==> config.mk <==
export PLATFORM = sky130hd
export DESIGN_NAME = keypad_scan
export DESIGN_NICKNAME = d
export VERILOG_FILES = /design/src/rtl/keypad_pkg.sv /design/src/rtl/scan_tick_gen.sv /design/src/rtl/keypad_scan.sv
export SDC_FILE = /design/constraint.sdc
export NUM_CORES = 1
export LEC_CHECK = 0
export ABC_AREA = 1
export CORE_UTILIZATION = 57
export DETAILED_ROUTE_END_ITERATION = 8
export GPL_ROUTABILITY_DRIVEN = 0
export PLACE_DENSITY = 0.85
export RECOVER_POWER = 50
export REMOVE_ABC_BUFFERS = 1
export SLEW_MARGIN = 20
export SYNTH_ARGS = -nofsm -noshare
export SYNTH_HDL_FRONTEND = slang
export SYNTH_SLANG_ARGS = --single-unit
==> constraint.sdc <==
create_clock -name clk -period 2.2 [get_ports clk]
set_clock_uncertainty 0.2 [all_clocks]
set_input_delay 0.33 -clock clk [delete_from_list [all_inputs] [get_ports clk]]
set_output_delay 0.33 -clock clk [all_outputs]
set_load 0.05 [all_outputs]
Figure 1. Routed metal, one colour a layer.
Bar = 20 microns. Only two layers are drawn.
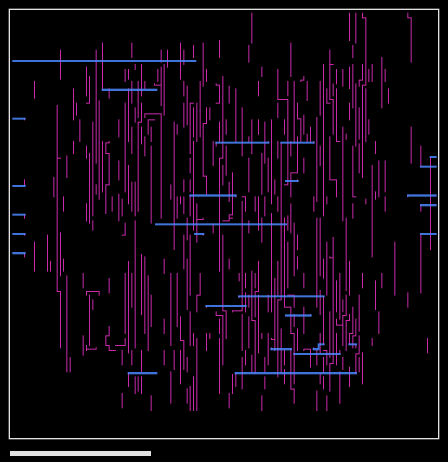
Blue shows met3, wire length 146 microns. Magenta shows met2, wire length 1,650 microns.
WL per Instance: 10.80 microns
GRT Total Usage: 22.52%
routed wire length: 3638 microns

Figure 2. Placed cells, one colour a class.
Fill, decap, tap and diode cells in grey.
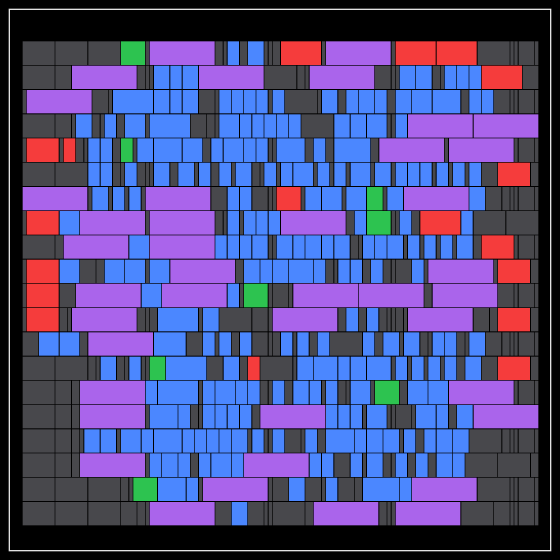
Green shows clock drivers and dummy loads, cells 8, share of their area 2.4%. Purple shows flip-flops, cells 41, share of their area 38%. Blue shows all other logic, cells 226, share of their area 51%. Red shows other buffers and delay cells, cells 18, share of their area 8.3%.
Seq/total area: 37.34%
Row Count: 20
final core occ: 69.72%
Finished Cell Area: 2198 sq um

==> flow_metrics.env <==
# physical design summary
export IMPL_status="complete, no violations"
export IMPL_cts_tree="built"
export IMPL_edf_count=0
export IMPL_syn_inst=272
export IMPL_cts_sinks=41
export IMPL_maxSlewHeadroom_pct=55.69
export IMPL_ys_seq_share_pct=41.92
export IMPL_postCtsHoldBufs=0
export IMPL_yosys_cells=272
export IMPL_synth_most_common_cell="nand2_1"
export IMPL_vias_per_cell=5.148
export IMPL_fin_crit_ns=2.042
export IMPL_htreeDepth=2
export IMPL_crit_path_cell_trace="clkdlybuf4s50_1"
export IMPL_crit_slowest_cell="clkdlybuf4s50_1"
export IMPL_syn_cell_area_sq_um=1958
export IMPL_layout_top_cell="nand2_1"
export IMPL_ys_area_sq_um=1958
export IMPL_openroad_warnings=28
export IMPL_remaining_drc_errors=0
export IMPL_logic_family="simple AND/OR/NAND/NOR gates"
export IMPL_grt_pass1_vias=1414
export IMPL_areaGrowthSynthToFinish_pct=12.27
export IMPL_peakVddDrop_v=0.0006978
export IMPL_setup_tns_ns=0
export IMPL_worstSetupPathType="flop to output pin"
export IMPL_avgSynthCellArea_sq_um=7.199
export IMPL_worst_path_dominant_cell_family="buffers and inverters"
export IMPL_root_buffer="clkbuf_4"
export IMPL_largest_register_ffs=16
export IMPL_antenna_cells=0
export IMPL_min_path_type="flop to flop"
export IMPL_finalMaxSlewViolations=0
export IMPL_dp_hpwl_microns=2623
export IMPL_num_io_pins=16
export IMPL_largest_area_cell="dfxtp_1"
export IMPL_max_stage_delay_ns=0.80
export IMPL_xor_area_share_pct=1.789
export IMPL_worstSetupEndpointType="output pin"
export IMPL_synth_area_top_cells="dfxtp_1 42%, nand2_1 11%, inv_1 6.3%"
export IMPL_ant_nets=0
export IMPL_grt_overflow_total=0
export IMPL_yosys_warnings=0
export IMPL_ys_sh_simple_pct=35.46
export IMPL_startpoint_type="flop"
export IMPL_r2r_cells=8
export IMPL_aoi_share_pct=9.840
export IMPL_rsz0062_at_grt="no"
export IMPL_fp_util_pct=62.10
export IMPL_core_area_sq_um=3153
export IMPL_cp_num_cells=1
export IMPL_cts_buffers=5
export IMPL_common_cells="58 x nand2_1, 41 x dfxtp_1, 33 x inv_1, 33 x nor2_1, 23 x nand3_1"
export IMPL_synth_flops=41
export IMPL_power_leakage_nw=1.060
export IMPL_reg2reg_slack_ns=0.27
export IMPL_finalHoldViolCount=0
export IMPL_fmax_mhz=489.6
export IMPL_drtPass1Iterations=4
export IMPL_yosysTopAreaCellShare_pct=41.92
export IMPL_mux_share_pct=0
export IMPL_flop_cell="dfxtp_1"
export IMPL_clk_pin_slew_ns=0.11
export IMPL_setup_viol=0
export IMPL_io_buffers=15
export IMPL_die_area_sq_um=3674
export IMPL_fp_dieW_microns=60.61
export IMPL_path_buffers=1
export IMPL_num_vias=1735
export IMPL_cap_viol_max_count=0
export IMPL_worstHoldPathCells=1
export IMPL_worstPathArrival_ns=1.51
export IMPL_layout_drive_gt1_share_pct=10.24
export IMPL_antenna_found_initial=0
export IMPL_synth_adder_area_share_pct=3.195
export IMPL_dpl_cell_area_sq_um=2165
export IMPL_cts_path_max_buffers=2
export IMPL_worstPathMaxFanout=2
export IMPL_grt_max_degree=19
export IMPL_die_y_microns=60.61
export IMPL_synth_async_reset_ratio_pct=0
export IMPL_grt_pass1_wl_microns=6016
export IMPL_nNetsFinal=303
export IMPL_synth_cell_types=28
export IMPL_crit_required_ns=1.67
export IMPL_pwr_density_cell_nw_per_um2=1129
export IMPL_clk_latency_ns=0.36
export IMPL_lay_top_cells="59 x nand2_1, 41 x dfxtp_1, 34 x nor2_1, 33 x inv_1, 24 x nand3_1"
export IMPL_drt_initial_drc_count=95
export IMPL_worst_pin_slew_ns=0.6646
export IMPL_finalCritPeriodShare_pct=92.84
worst register-to-register path: cells and delay by family, from the launching register on:
| kind | cells | cell delay (ns) |
|---|---|---|
| AND-OR/OR-AND | 1 | 0.10 |
| flip-flops | 1 | 0.37 |
| AND/OR/NAND/NOR | 7 | 1.18 |
per-layer routing:
metal / vias to the layer above / wire [microns] / global-route usage, %
met2: 38 / 1651 / 37.05
met5: - / 0 / 0
met1: 774 / 1756 / 27.57
met4: 0 / 83 / 11.69
li1: 915 / - / -
met3: 8 / 145 / 5.117
per-stage QoR:
step / setup WS [ns] / hold slack (ns) / util, % / instances / total power, mW
3_3_place_gp: 0.4292 / 0.1913 / 68.65 / 329 / 2.195
3_5_place_dp: 0.4156 / 0.1923 / 68.65 / 329 / 2.219
6_report: 0.1576 / 0.2186 / 69.72 / 337 / 2.482
4_1_cts: 0.004135 / 0.2190 / 70.28 / 337 / 2.593
5_1_grt: 0.08683 / 0.2426 / 69.72 / 337 / 2.696
2_1_floorplan: 0.4467 / 0.1895 / - / 267 / 1.983
what timing repair did:
action                                  4_1_cts  5_1_grt
gates resized                                 0        5
endpoints found under the hold margin         0        0
endpoints found under the setup margin        0        5
setup buffers                                 0        0
power breakdown:
group	leakage (nW)	internal [mW]	total, mW	switching [mW]
sequential	0.335	0.902	1.06	0.159
clock	0.0320	0.122	0.366	0.244
combinational	0.693	0.390	1.05	0.664
total	1.06	1.41	2.48	1.07
cell type report:
class / instances / area, sq um
well taps: 44 / 55.05
clock buffers: 6 / 41.29
repair buffers: 18 / 177.7
clock inverters: 2 / 10.01
inverters: 35 / 131.4
multi-input cells: 191 / 962.2
flip-flops and latches: 41 / 820.8
fillers: 284 / 954.7
Power is estimated from default activity; no workload was simulated.
